**src/rtl/decode.sv**
```systemverilog
// Serial Hamming(7,4) frame decoder: hunts for the 110 header, captures a 7-bit codeword,
// corrects any single-bit error and replays the 4 data bits d3 first with an error flag.
module decode (
    input  logic clk,
    input  logic rst_n,      // synchronous, active-high despite the suffix
    input  logic inputData,
    output logic outputData,
    output logic wrg_show
);

    typedef enum logic [1:0] {
        IDLE,
        H1,
        H2,
        DATA
    } state_t;

    state_t      state;
    state_t      state_next;
    logic        frame_done;
    logic [2:0]  cnt;
    logic [5:0]  rx_sr;
    logic [3:0]  out_sr;

    logic [6:0]  codeword;
    logic [3:0]  data_rx;
    logic [2:0]  parity_rx;
    logic [2:0]  parity_calc;
    logic [2:0]  syndrome;
    logic [3:0]  data_fixed;

    // NOTE: sequential state uses non-blocking assignments so every register samples
    // pre-edge values, independent of statement order.
    always_ff @(posedge clk) begin
        if (rst_n) begin
            state <= IDLE;
        end else begin
            state <= state_next;
        end
    end

    // NOTE: every output of this block gets a default first, so no path can infer a latch.
    always_comb begin
        state_next = state;
        frame_done = 1'b0;
        case (state)
            IDLE: if (inputData) state_next = H1;
            H1:   state_next = inputData ? H2 : IDLE;
            H2:   if (!inputData) state_next = DATA;   // extra leading 1s stay in H2
            DATA: begin
                if (cnt == 3'd6) begin
                    state_next = IDLE;
                    frame_done = 1'b1;
                end
            end
            default: state_next = IDLE;
        endcase
    end

    always_ff @(posedge clk) begin
        if (rst_n) begin
            cnt   <= 3'd0;
            rx_sr <= 6'd0;
        end else if (state == DATA) begin
            rx_sr <= {rx_sr[4:0], inputData};
            cnt   <= frame_done ? 3'd0 : cnt + 3'd1;
        end else begin
            cnt   <= 3'd0;
        end
    end

    // The last bit (c0) is still on the input when the frame completes.
    assign codeword  = {rx_sr, inputData};
    assign data_rx   = codeword[6:3];
    assign parity_rx = codeword[2:0];

    assign parity_calc = {data_rx[3] ^ data_rx[2] ^ data_rx[1],
                          data_rx[3] ^ data_rx[2] ^ data_rx[0],
                          data_rx[3] ^ data_rx[1] ^ data_rx[0]};
    assign syndrome    = parity_rx ^ parity_calc;

    always_comb begin
        data_fixed = data_rx;
        case (syndrome)
            3'b111:  data_fixed[3] = ~data_rx[3];
            3'b110:  data_fixed[2] = ~data_rx[2];
            3'b101:  data_fixed[1] = ~data_rx[1];
            3'b011:  data_fixed[0] = ~data_rx[0];
            default: data_fixed = data_rx;   // clean, or a parity bit was hit
        endcase
    end

    // Replay shifter runs independently of the header hunt; zero fill keeps the line low.
    always_ff @(posedge clk) begin
        if (rst_n) begin
            out_sr   <= 4'd0;
            wrg_show <= 1'b0;
        end else if (frame_done) begin
            out_sr   <= data_fixed;
            wrg_show <= |syndrome;
        end else begin
            out_sr   <= {out_sr[2:0], 1'b0};
        end
    end

    assign outputData = out_sr[3];

endmodule

```
**config.mk**
```make
export PLATFORM = sky130hd
export DESIGN_NAME = decode
export DESIGN_NICKNAME = d
export VERILOG_FILES = /design/src/rtl/decode.sv
export SDC_FILE = /design/constraint.sdc
export NUM_CORES = 1
export LEC_CHECK = 0
export CORE_UTILIZATION = 54
export DETAILED_ROUTE_END_ITERATION = 8
export PLACE_DENSITY = 0.72
export SYNTH_ARGS = -nofsm -noshare
export SYNTH_HDL_FRONTEND = slang
export SYNTH_SLANG_ARGS = --single-unit
```
**constraint.sdc**
```tcl
create_clock -name clk -period 2.04 [get_ports clk]
set_input_delay 0.408 -clock clk [delete_from_list [all_inputs] [get_ports clk]]
set_output_delay 0.408 -clock clk [all_outputs]
set_load 0.005 [all_outputs]
```
==> images/metal_stack.png <==
Two of the layers only.
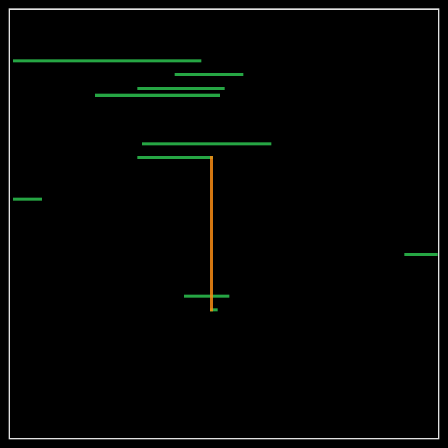
[green] met3 | wire length: 74.3 µm
[orange] met4 | wire length: 15.0 µm

==> images/cell_classes.png <==
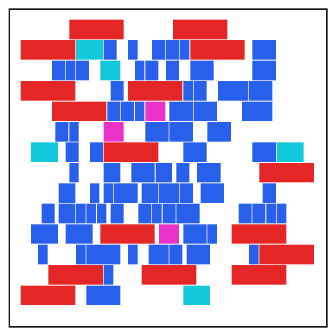
[red] flip-flops | cells: 16
[magenta] cells driving clock nets | cells: 3
[cyan] other buffers and delay cells | cells: 5
[blue] all other logic | cells: 77
flop share of the area: 36.2%
core footprint: 0.00151 mm²
fin area: 885 µm²

==> images/clock_map.png <==
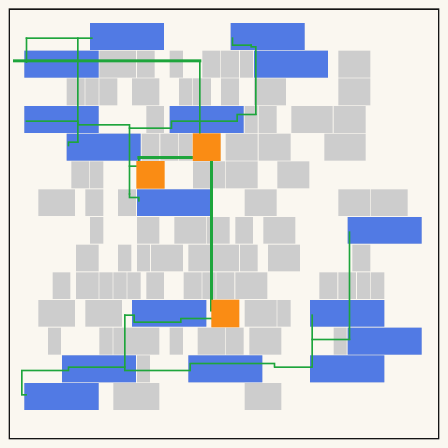
[orange] cells driving clock nets | count: 3
[blue] flip-flops | count: 16
[green] clock wires | length: 187 µm
routed clock nets: 4

==> images/port_nets.png <==
The bar under the picture is 10 µm long.
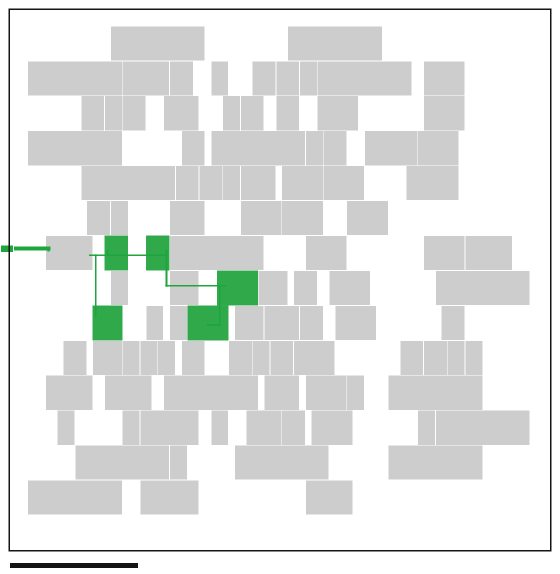
[green] `inputData` | bits: 1 | direction: input | edge: left | end cells: 5 | buffers: 1 | wire: 25.4 µm
# IOs: 5
IO Port Bufs: 4

==> images/final_congestion.png <==
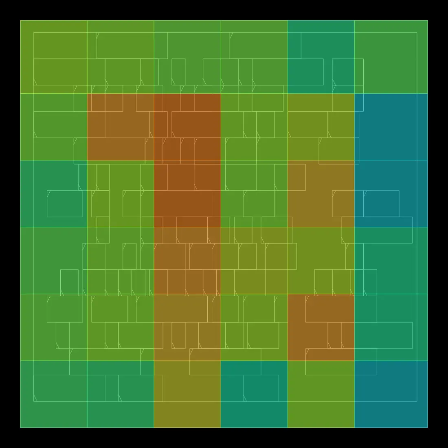
post-layout util: 58.7%
GRT Total Usage: 18.4%
M3 GR Usage: 3.88%
met1 Track Usage GR: 23.4%
gr busiest metal: met2

==> reports/metrics.csv <==
stage;metric;value;unit
clock_network;Max Buffers Root-to-Sink;2;
layout;Final clock-cell share;2.55;%
final_timing;final hold vios;0;
floorplanning;TAP cells;16;
place;Area after DPL;862;µm²
layout;biggest regs;rx_sr x6, out_sr x4, cnt x3;
critical_path;WS Path Type;in -> reg;
clock_network;Post-CTS Hold Buffers;0;
yosys;Post-Syn Area per Cell;8.57;µm²
run;tool warnings;27;
critical_path;CP max stage delay;0.57;ns
routing;initial drt markers;14;
final_timing;RSZ-0062 raised after global routing;false;
layout;Comb gates;76;
clock_network;Clock Sinks;16;
routing;DRC;0;
outcome;status;complete, no violations;
global_route;met2 Use GR;30.3;%
yosys;commonest cells in the netlist;dfxtp_1 (16), nand2_1 (13), xnor2_1 (11);
global_route;first-pass GRT wire length;2.48;mm
critical_path;Critical R2R Launch;rx_sr[4];
yosys;Seq share, synth;37.0;%
place;Detail Placement HPWL;1.07;mm
routing;DR WL/cell;11.9;µm
critical_path;crit path DAT;1.86;ns
final_timing;pins over their slew limit;0;
critical_path;Levels on crit path;6;
routing;ANT nets after route;0;
power_and_ir_drop;Comb power;26.1;µW
critical_path;CP required;2.21;ns
yosys;FA/HA/MAJ Cells, Area Fraction;2.89;%
layout;Area Growth Syn to Fin;2.17;%
yosys;post-synthesis cell area;866;µm²
yosys;yosys stat area;866;µm²
worst_hold_path;hold path start;out_sr[2];
final_timing;achievable clock frequency;592;MHz
yosys;simple share;20.5;%
floorplanning;Floorplan Utilization;57.5;%
yosys;area fraction in compound gates;12.4;%
layout;largest reg by FF count;rx_sr;
routing;Avg Vias per Cell;5.55;
routing;M1 wire length;624;µm
yosys;Top area cell types;dfxtp_1 (37%), xnor2_1 (11%), nand2_1 (5.6%), nand3_1 (5.2%), xor2_1 (5.1%);
critical_path;Buffers & Inverters on Critical Path;1;
global_route;largest net degree at the start of global routing;11;
layout;Top Layout Cells;dfxtp_1 (16), nand2_1 (13), xnor2_1 (11);
floorplanning;Die Width;42.0;µm
place;pre-CTS setup slack;0.0432;ns
power_and_ir_drop;peak supply drop;380;µV
critical_path;crit path to;out_sr[1];
power_and_ir_drop;Power Density;574;mW/mm²
layout;layout cells sized above 1;7.92;%
critical_path;CP startpoint kind;primary input;
place;placed cell count;114;
critical_path;internal reg-to-reg setup slack;0.47;ns
floorplanning;die footprint;0.00177;mm²
run;max cap viols;0;
yosys;Max-area cell share;37.0;%
critical_path;slowest CP cell;clkdlybuf4s50_1;
yosys;yosys xor share;16.2;%
Power figures rest on the tool's default switching activity, not on a simulated workload.
